--- src/rtl/lcd_pkg.sv ---
// lcd_pkg: constants and types shared by the LCD init sequencer, the strobe
// engine and the message-display FSM.
//   - HD44780 command byte constants
//   - sequencer / strobe state enums, settle-time class enum
//   - the fixed power-on command table (byte + settle class per index)
//   - cnt_width(): delay counter width for a given largest cycle count
package lcd_pkg;

    localparam logic [7:0] LCD_FUNC_8BIT_2L = 8'h38;
    localparam logic [7:0] LCD_DISP_OFF     = 8'h08;
    localparam logic [7:0] LCD_CLEAR        = 8'h01;
    localparam logic [7:0] LCD_ENTRY_INC    = 8'h06;
    localparam logic [7:0] LCD_DISP_ON      = 8'h0C;
    localparam logic [7:0] LCD_LINE2        = 8'hC0;

    localparam int N_INIT_CMDS = 8;

    // Sequencer level: power wait, command issue (delegated to lcd_strobe), done.
    typedef enum logic [1:0] {
        S_POWER_WAIT,
        S_RUN,
        S_DONE
    } seq_state_t;

    // Strobe engine phases for a single bus write.
    typedef enum logic [1:0] {
        S_IDLE,
        S_SETUP,
        S_PULSE,
        S_WAIT
    } strobe_state_t;

    typedef enum logic [1:0] {
        WAIT_CLS_SHORT,
        WAIT_CLS_LONG,
        WAIT_CLS_CLEAR
    } wait_class_t;

    function automatic logic [7:0] init_cmd_byte(input int idx);
        logic [7:0] b;
        case (idx)
            0, 1, 2, 3: b = LCD_FUNC_8BIT_2L;
            4:          b = LCD_DISP_OFF;
            5:          b = LCD_CLEAR;
            6:          b = LCD_ENTRY_INC;
            default:    b = LCD_DISP_ON;
        endcase
        return b;
    endfunction

    function automatic wait_class_t init_cmd_wait(input int idx);
        wait_class_t c;
        case (idx)
            0:       c = WAIT_CLS_LONG;
            5:       c = WAIT_CLS_CLEAR;
            default: c = WAIT_CLS_SHORT;
        endcase
        return c;
    endfunction

    // At least 18 bits, widened if any timing parameter needs more.
    function automatic int cnt_width(input int max_val);
        int w;
        w = 18;
        for (int b = 18; b < 32; b++) begin
            if ((64'd1 << b) <= 64'(max_val)) begin
                w = b + 1;
            end
        end
        return w;
    endfunction

endpackage

--- src/rtl/lcd_strobe.sv ---
// lcd_strobe: generic single-write engine for the HD44780 bus.
// A start request latches byte / rs / settle time, then runs
// setup (1 cycle) -> enable high (EN_PULSE cycles) -> settle (i_wait cycles).
// A start arriving in the last settle cycle chains directly into the next
// setup, so back-to-back commands have no idle gap.
//   clk, rst   : clock, synchronous active-high reset
//   i_start    : request a write (accepted when idle or on o_done)
//   i_data     : command/data byte
//   i_rs       : register select for this write
//   i_wait     : settle cycles after the enable pulse (must be >= 1)
//   o_busy     : write in progress
//   o_done     : one-cycle pulse in the last settle cycle
//   o_en       : enable strobe (registered)
//   o_rs       : latched register select
//   o_data     : latched byte, held until the next accepted start
module lcd_strobe
    import lcd_pkg::*;
#(
    parameter int EN_PULSE = 20,
    parameter int CNT_W    = 18
) (
    input  logic             clk,
    input  logic             rst,
    input  logic             i_start,
    input  logic [7:0]       i_data,
    input  logic             i_rs,
    input  logic [CNT_W-1:0] i_wait,
    output logic             o_busy,
    output logic             o_done,
    output logic             o_en,
    output logic             o_rs,
    output logic [7:0]       o_data
);

    strobe_state_t    r_state, w_state_next;
    logic [CNT_W-1:0] r_cnt, w_cnt_next;
    logic [CNT_W-1:0] r_wait;
    logic [7:0]       r_data;
    logic             r_rs;
    logic             r_en;
    logic             w_load;
    logic             w_wait_end;

    assign w_wait_end = (r_state == S_WAIT) && (r_cnt == (r_wait - 1'b1));

    always_comb begin
        w_state_next = r_state;
        w_cnt_next   = r_cnt + 1'b1;
        w_load       = 1'b0;
        case (r_state)
            S_IDLE: begin
                w_cnt_next = '0;
                if (i_start) begin
                    w_state_next = S_SETUP;
                    w_load       = 1'b1;
                end
            end
            S_SETUP: begin
                w_state_next = S_PULSE;
                w_cnt_next   = '0;
            end
            S_PULSE: begin
                if (r_cnt == CNT_W'(EN_PULSE - 1)) begin
                    w_state_next = S_WAIT;
                    w_cnt_next   = '0;
                end
            end
            S_WAIT: begin
                if (w_wait_end) begin
                    w_cnt_next = '0;
                    if (i_start) begin
                        w_state_next = S_SETUP;
                        w_load       = 1'b1;
                    end else begin
                        w_state_next = S_IDLE;
                    end
                end
            end
            default: begin
                w_state_next = S_IDLE;
                w_cnt_next   = '0;
            end
        endcase
    end

    always_ff @(posedge clk) begin
        if (rst) begin
            r_state <= S_IDLE;
            r_cnt   <= '0;
            r_wait  <= '0;
            r_data  <= 8'h00;
            r_rs    <= 1'b0;
            r_en    <= 1'b0;
        end else begin
            r_state <= w_state_next;
            r_cnt   <= w_cnt_next;
            // Enable is registered from the next state so it is glitch-free.
            r_en    <= (w_state_next == S_PULSE);
            if (w_load) begin
                r_data <= i_data;
                r_rs   <= i_rs;
                r_wait <= i_wait;
            end
        end
    end

    assign o_busy = (r_state != S_IDLE);
    assign o_done = w_wait_end;
    assign o_en   = r_en;
    assign o_rs   = r_rs;
    assign o_data = r_data;

endmodule

--- src/rtl/lcd_init_seq.sv ---
// lcd_init_seq: HD44780 power-on initialisation sequencer.
// Waits POWERON_CYCLES, then issues the 8-entry 8-bit-mode command table
// through lcd_strobe, then raises init_done (sticky) to hand the bus to the
// display FSM. reinit in the done state reruns the whole sequence.
//   clk, rst  : 50 MHz clock, synchronous active-high reset
//   reinit    : single-cycle rerun request, honoured only when done
//   lcd_rs    : register select (always 0 here)
//   lcd_rw    : read/write (always 0, write)
//   lcd_en    : enable strobe
//   lcd_data  : command byte, stable while lcd_en is high
//   init_done : sequence complete
module lcd_init_seq
    import lcd_pkg::*;
#(
    parameter int POWERON_CYCLES = 2_000_000,
    parameter int EN_PULSE       = 20,
    parameter int WAIT_SHORT     = 2500,
    parameter int WAIT_LONG      = 205_000,
    parameter int WAIT_CLEAR     = 100_000
) (
    input  logic       clk,
    input  logic       rst,
    input  logic       reinit,
    output logic       lcd_rs,
    output logic       lcd_rw,
    output logic       lcd_en,
    output logic [7:0] lcd_data,
    output logic       init_done
);

    localparam int MAX_A = (POWERON_CYCLES > WAIT_LONG) ? POWERON_CYCLES : WAIT_LONG;
    localparam int MAX_B = (WAIT_CLEAR > WAIT_SHORT) ? WAIT_CLEAR : WAIT_SHORT;
    localparam int MAX_C = (MAX_A > MAX_B) ? MAX_A : MAX_B;
    localparam int MAX_P = (MAX_C > EN_PULSE) ? MAX_C : EN_PULSE;
    localparam int CNT_W = cnt_width(MAX_P);

    // Command table resolved to byte + settle cycles per index.
    logic [7:0]       w_cmd_byte [N_INIT_CMDS];
    logic [CNT_W-1:0] w_cmd_wait [N_INIT_CMDS];

    genvar gi;
    generate
        for (gi = 0; gi < N_INIT_CMDS; gi++) begin : g_cmd
            localparam wait_class_t CLS = init_cmd_wait(gi);
            assign w_cmd_byte[gi] = init_cmd_byte(gi);
            assign w_cmd_wait[gi] = (CLS == WAIT_CLS_LONG)  ? CNT_W'(WAIT_LONG)  :
                                    (CLS == WAIT_CLS_CLEAR) ? CNT_W'(WAIT_CLEAR) :
                                                              CNT_W'(WAIT_SHORT);
        end
    endgenerate

    seq_state_t       r_state, w_state_next;
    logic [CNT_W-1:0] r_cnt, w_cnt_next;
    logic [2:0]       r_idx, w_idx_next;
    logic             r_done;

    logic             w_start;
    logic [2:0]       w_start_idx;
    logic             w_busy;
    logic             w_strobe_done;

    always_comb begin
        w_state_next = r_state;
        w_cnt_next   = '0;
        w_idx_next   = r_idx;
        w_start      = 1'b0;
        w_start_idx  = r_idx;
        case (r_state)
            S_POWER_WAIT: begin
                // The counter runs 0..POWERON_CYCLES, matching the first
                // setup cycle landing exactly POWERON_CYCLES after release.
                if ((r_cnt == CNT_W'(POWERON_CYCLES)) && !w_busy) begin
                    w_state_next = S_RUN;
                    w_start      = 1'b1;
                    w_start_idx  = 3'd0;
                    w_idx_next   = 3'd0;
                end else if (r_cnt != CNT_W'(POWERON_CYCLES)) begin
                    w_cnt_next = r_cnt + 1'b1;
                end else begin
                    w_cnt_next = r_cnt;
                end
            end
            S_RUN: begin
                if (w_strobe_done) begin
                    if (r_idx == 3'(N_INIT_CMDS - 1)) begin
                        w_state_next = S_DONE;
                    end else begin
                        // Chain the next command into the strobe's last settle cycle.
                        w_start     = 1'b1;
                        w_start_idx = r_idx + 3'd1;
                        w_idx_next  = r_idx + 3'd1;
                    end
                end
            end
            S_DONE: begin
                if (reinit) begin
                    w_state_next = S_POWER_WAIT;
                    w_idx_next   = 3'd0;
                end
            end
            default: begin
                w_state_next = S_POWER_WAIT;
                w_idx_next   = 3'd0;
            end
        endcase
    end

    always_ff @(posedge clk) begin
        if (rst) begin
            r_state <= S_POWER_WAIT;
            r_cnt   <= '0;
            r_idx   <= 3'd0;
            r_done  <= 1'b0;
        end else begin
            r_state <= w_state_next;
            r_cnt   <= w_cnt_next;
            r_idx   <= w_idx_next;
            r_done  <= (w_state_next == S_DONE);
        end
    end

    lcd_strobe #(
        .EN_PULSE (EN_PULSE),
        .CNT_W    (CNT_W)
    ) u_strobe (
        .clk     (clk),
        .rst     (rst),
        .i_start (w_start),
        .i_data  (w_cmd_byte[w_start_idx]),
        .i_rs    (1'b0),
        .i_wait  (w_cmd_wait[w_start_idx]),
        .o_busy  (w_busy),
        .o_done  (w_strobe_done),
        .o_en    (lcd_en),
        .o_rs    (lcd_rs),
        .o_data  (lcd_data)
    );

    assign lcd_rw    = 1'b0;
    assign init_done = r_done;

endmodule

--- config.mk ---
export PLATFORM = sky130hd
export DESIGN_NAME = lcd_init_seq
export DESIGN_NICKNAME = d
export VERILOG_FILES = /design/src/rtl/lcd_pkg.sv /design/src/rtl/lcd_strobe.sv /design/src/rtl/lcd_init_seq.sv
export SDC_FILE = /design/constraint.sdc
export NUM_CORES = 1
export LEC_CHECK = 0
export CORE_AREA = 2 2 103 85
export CTS_BUF_LIST = sky130_fd_sc_hd__clkbuf_4 sky130_fd_sc_hd__clkbuf_8 sky130_fd_sc_hd__clkbuf_16
export DETAILED_ROUTE_END_ITERATION = 6
export DIE_AREA = 0 0 105 87
export PLACE_DENSITY = 0.66
export SYNTH_ARGS = -nofsm -noshare
export SYNTH_HDL_FRONTEND = slang
export SYNTH_SLANG_ARGS = --single-unit
--- constraint.sdc ---
create_clock -name clk -period 5.7 [get_ports clk]
set_input_delay 0.855 -clock clk [delete_from_list [all_inputs] [get_ports clk]]
set_output_delay 0.855 -clock clk [all_outputs]
set_load 0.01 [all_outputs]
==> impl_metrics.toml, run 1 <==
# physical design summary
[run_status]
status = "completed"

[global_route]
grt_busiest_layer = "met2"
use_met1_pct = 25.2
grt_max_degree = 22
use_met3_pct = 6.06

[placed_design]
dp.cells = 563
dpl_worst_slack_ns = 1.40

[final_timing]
rsz0062_at_grt = "false"
tightest_slew_ns = 0.823

[power]
ir_worst_vdd_mv = 0.144

[layout]
dominant_cells = "logic gates"
bufAreaShareNonClock_pct = 2.35
multi_input_comb_cells = 360
antenna_cells = 0
nClkBuffers = 11
mi_logic_area_um2 = 2470

[flow_run]
warning_count = 36
drv_cap = 0

[detailed_routing]
via_count = 3179
drt_iter0_markers = 161
routed.top_layer = "met4"

[logic_synthesis]
flop_cell = "dfxtp_1"
ys_seq_share_pct = 31.1
yosys_area_um2 = 3930

[floorplan]
row_count = 30
fp.coreArea_um2 = 8180

[clock_network]
cts_made_buffers = 9

[setup_path]
crit_path_frequent_cell = "ha_1"
crit_fanout = 16
run 1: logic make-up (layout without fill, tap and decap cells):
logic type / after synthesis / after routing / synth area share (%)
simple gates: 225 / 225 / 31.9
compound gates: 61 / 61 / 13.1
flops: 61 / 61 / 31.1
xor+xnor: 46 / 46 / 10.3
buf+inv: 46 / 46 / 6.34
fa+ha+maj: 17 / 17 / 5.42
mux: 7 / 7 / 1.82
other cells: 1 / 4 / 0.0955
run 1: worst min-delay path, stage by stage, from the launching register on:
cell and delay [ns]:
dfxtp_1 0.31, nand2_1 0.05, a21oi_1 0.05
run 1: report_power, final:
part	internal [mW]	switching (mW)
logic	0.0189	0.0252
registers	0.430	0.00508
clock network	0.315	0.172
total	0.764	0.203
Run 1, clock distribution:
The bar under the picture is 20 um long.
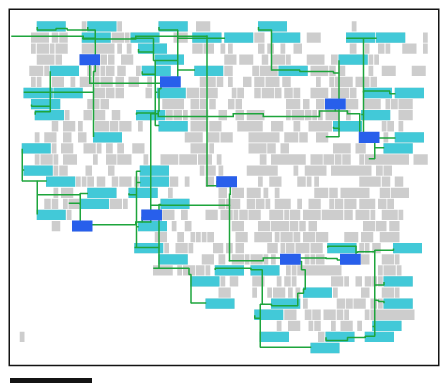
[cyan] flip-flops | count: 61
[green] clock wires | length: 826 um
[blue] clock-net drivers | count: 9
routed clock nets: 10
flops lie: spread over the die
clock network power: 0.487 mW
Clk Latency, worst-skew pair: 0.35 ns
Clock Skew: 0.00975 ns

Run 1, pin map:
Pins as bars across the die edge, other pins in grey.
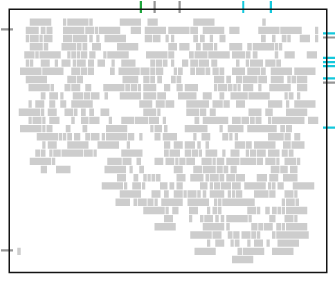
[cyan] `lcd_data` | pins: 8 | direction: output | edge: 6 right, 2 top
[green] `lcd_en` | pins: 1 | direction: output | edge: top
all pins by edge: 8 right, 5 top, 2 left
Die Ht: 87 um
Die W: 105 um
IO Port Bufs: 10

Run 1, where the registers sit:
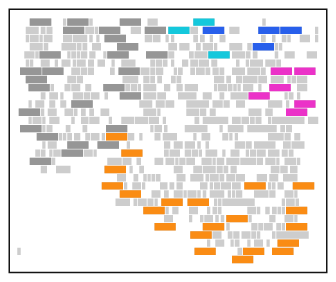
[magenta] `u_strobe.r_wait` | sequential cells: 6
[orange] `u_strobe.r_cnt` | sequential cells: 21
[cyan] `r_idx` | sequential cells: 3
[blue] `u_strobe.o_data` | sequential cells: 4 | where: top right
not coloured: 27
Core Util, Final: 52.1%
FF+latch area: 1220 um2
Seq group: 0.435 mW
fraction of area in registers: 28.7%

## Run 2: what changed since run 1
--- a/config.mk
+++ b/config.mk
@@ -9,7 +9,7 @@
 export CTS_BUF_LIST = sky130_fd_sc_hd__clkbuf_4 sky130_fd_sc_hd__clkbuf_8 sky130_fd_sc_hd__clkbuf_16
 export DETAILED_ROUTE_END_ITERATION = 6
 export DIE_AREA = 0 0 105 87
-export PLACE_DENSITY = 0.66
+export PLACE_DENSITY = 0.68
 export SYNTH_ARGS = -nofsm -noshare
 export SYNTH_HDL_FRONTEND = slang
 export SYNTH_SLANG_ARGS = --single-unit
==> constraint.sdc (replaced) <==
create_clock -name clk -period 3.65 [get_ports clk]
set_input_delay 0.5475 -clock clk [delete_from_list [all_inputs] [get_ports clk]]
set_output_delay 0.5475 -clock clk [all_outputs]
set_load 0.01 [all_outputs]
==> run 2 against run 1 <==
- global-route usage grew 0.55 points
- register-to-register slack got worse by 1.1 ns
- clock power rose by 24%
- cell area rose by 4.3%
- wire length is 8.3% higher
- critical path type unchanged
- critical endpoint unchanged
- largest cell class unchanged
- highest routed layer unchanged
==> impl_metrics.toml, run 2 <==
# physical design summary
[run_status]
status = "completed"

[global_route]
use_met3_pct = 4.49
grt_max_degree = 22
use_met1_pct = 24.7

[power]
power.group.top = "sequential cells"
comb_power_share_pct = 5.2
pwr-share-seq_pct = 50.2
p_seq_mw = 0.678
net-switching-power_mw = 0.332
p_comb_mw = 0.0707

[final_timing]
tightest_slew_ns = 0.692

[flow_run]
drv_cap = 0
warning_count = 36

[placed_design]
dp.cells = 581

[floorplan]
row_count = 30
die_h_um = 87
dieWidth_um = 105

[layout]
bufAreaShareNonClock_pct = 5.97
seq_area_um2 = 1220
dominant_cells = "logic gates"
nClkBuffers = 9
multi_input_comb_cells = 360

[logic_synthesis]
xor_share_pct = 10.3
ys_seq_share_pct = 31.1
flop_cell = "dfxtp_1"
yosys_area_um2 = 3930

[clock_network]
cts_made_buffers = 9
## run 2: cell counts after synthesis
No cell type changed its count.
## run 2: kinds of logic (layout without fill, tap and decap cells)
group / Yosys count / in the layout
other: 1 / 4
adder cells (fa/ha/maj): 17 / 17
flip-flops: 61 / 61
multiplexers: 7 / 7
XOR/XNOR: 46 / 46
AND-OR/OR-AND: 61 / 61
AND/OR/NAND/NOR: 225 / 225
buffers and inverters: 46 / 68
## run 2: repair_timing
| action | in CTS | in global routing |
|---|---|---|
| gates cloned | 0 | 0 |
| endpoints found under the setup margin | 2 | 7 |
| setup buffers | 2 | 2 |
| resized | 1 | 14 |
| pin swaps | 1 | 4 |
Run 2, clock distribution:
The bar under the picture is 20 um long.
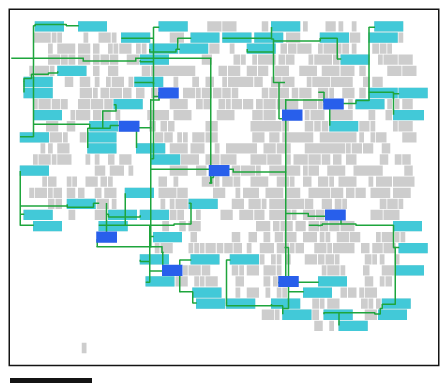
Clock Skew: 0.00995 ns
clock network fraction of total power: 44.5%
clock network power: 0.602 mW

Run 2, metal layers overlaid:
The bar under the picture is 20 um long.
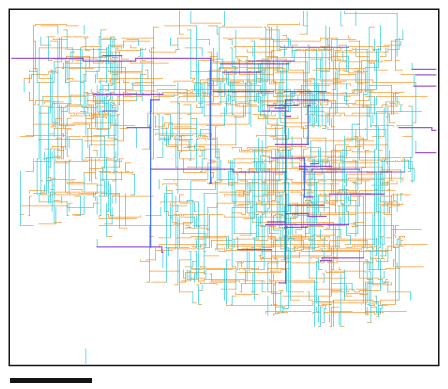
[purple] M3 | wire length: 422 um
[orange] M1 | wire length: 4160 um
[cyan] M2 | wire length: 3970 um
[blue] M4 | wire length: 131 um
WL final: 8.69 mm
per-cell routed wire length: 14.5 um

## Run 3: what changed since run 2
--- a/config.mk
+++ b/config.mk
@@ -6,7 +6,7 @@
 export NUM_CORES = 1
 export LEC_CHECK = 0
 export CORE_AREA = 2 2 103 85
-export CTS_BUF_LIST = sky130_fd_sc_hd__clkbuf_4 sky130_fd_sc_hd__clkbuf_8 sky130_fd_sc_hd__clkbuf_16
+export CTS_BUF_LIST = sky130_fd_sc_hd__clkbuf_16
 export DETAILED_ROUTE_END_ITERATION = 6
 export DIE_AREA = 0 0 105 87
 export PLACE_DENSITY = 0.68
==> run 3 against run 2 <==
- cell area up 2.6%
- critical path type unchanged
- clock skew down 0.0020 ns
- register-to-register slack about the same
- critical path depth unchanged
- die size unchanged
==> impl_metrics.toml, run 3 <==
# physical design summary
[power]
net-switching-power_mw = 0.361
clockPowerShare_pct = 52.9
pwr-share-seq_pct = 42.6
p_comb_mw = 0.0715
power.group.top = "the clock network"
comb_power_share_pct = 4.5

[logic_synthesis]
topCombFamilyByArea = "simple AND/OR/NAND/NOR gates"
flop_cell = "dfxtp_1"
ys_sh_aoi_pct = 13.1
synth-simple-area-share_pct = 31.9
yosys_area_um2 = 3930
xor_share_pct = 10.3

[detailed_routing]
routedWlPerCell_um = 14.5
wl_mm = 8.72
via_count = 3363

[final_timing]
finClkSkew_ns = 0.00799
tightest_slew_ns = 0.698

[run_status]
status = "completed"

[clock_network]
cts_made_buffers = 9

[layout]
multi_input_comb_cells = 360
seq_share_pct = 26.8
bufAreaShareNonClock_pct = 5.99
dominant_cells = "logic gates"
nClkBuffers = 9
antenna_cells = 0

[global_route]
use_met3_pct = 5.31
grt_busiest_layer = "met2"
use_met1_pct = 24.9

[floorplan]
row_count = 30
fp.coreArea_um2 = 8180
dieWidth_um = 105

[flow_run]
drv_cap = 0
warning_count = 36

[setup_path]
crit_fanout = 4
==> run 3: per-layer routing <==
| metal | wire [um] | vias to the layer above |
|---|---|---|
| met2 | 4050 | 103 |
| met4 | 97 | 0 |
| li1 | - | 1674 |
| met5 | 0 | - |
| met1 | 4000 | 1575 |
| met3 | 575 | 11 |
==> run 3: repair_timing <==
action	CTS	global route
pin swaps	1	4
gates resized	1	14
hold buffers	0	0
buffers inserted	2	3
endpoints found under the setup margin	2	7
==> run 3: logic make-up after synthesis <==
group,Yosys count
and+or+nand+nor,225
buffers and inverters,46
AOI/OAI and AO/OA,61
DFF,61
adders and majority gates,17
muxes,7
other,1
xor gates and xnor gates,46
Run 3, where the registers sit:
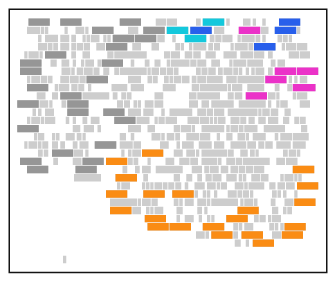
[cyan] `r_idx` | sequential cells: 3
[blue] `u_strobe.o_data` | sequential cells: 4 | where: top right
[magenta] `u_strobe.r_wait` | sequential cells: 6 | where: top right
[orange] `u_strobe.r_cnt` | sequential cells: 21
not coloured: 27
Seq group: 0.679 mW
FF+latch area: 1220 um2

Run 3, pin map:
Pins as bars across the die edge, other pins in grey.
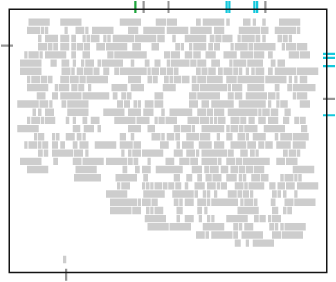
[cyan] `lcd_data` | pins: 8 | direction: output | edge: 4 right, 4 top
[green] `lcd_en` | pins: 1 | direction: output | edge: top

No activity file was given, so power comes from the tool's default toggle rates.
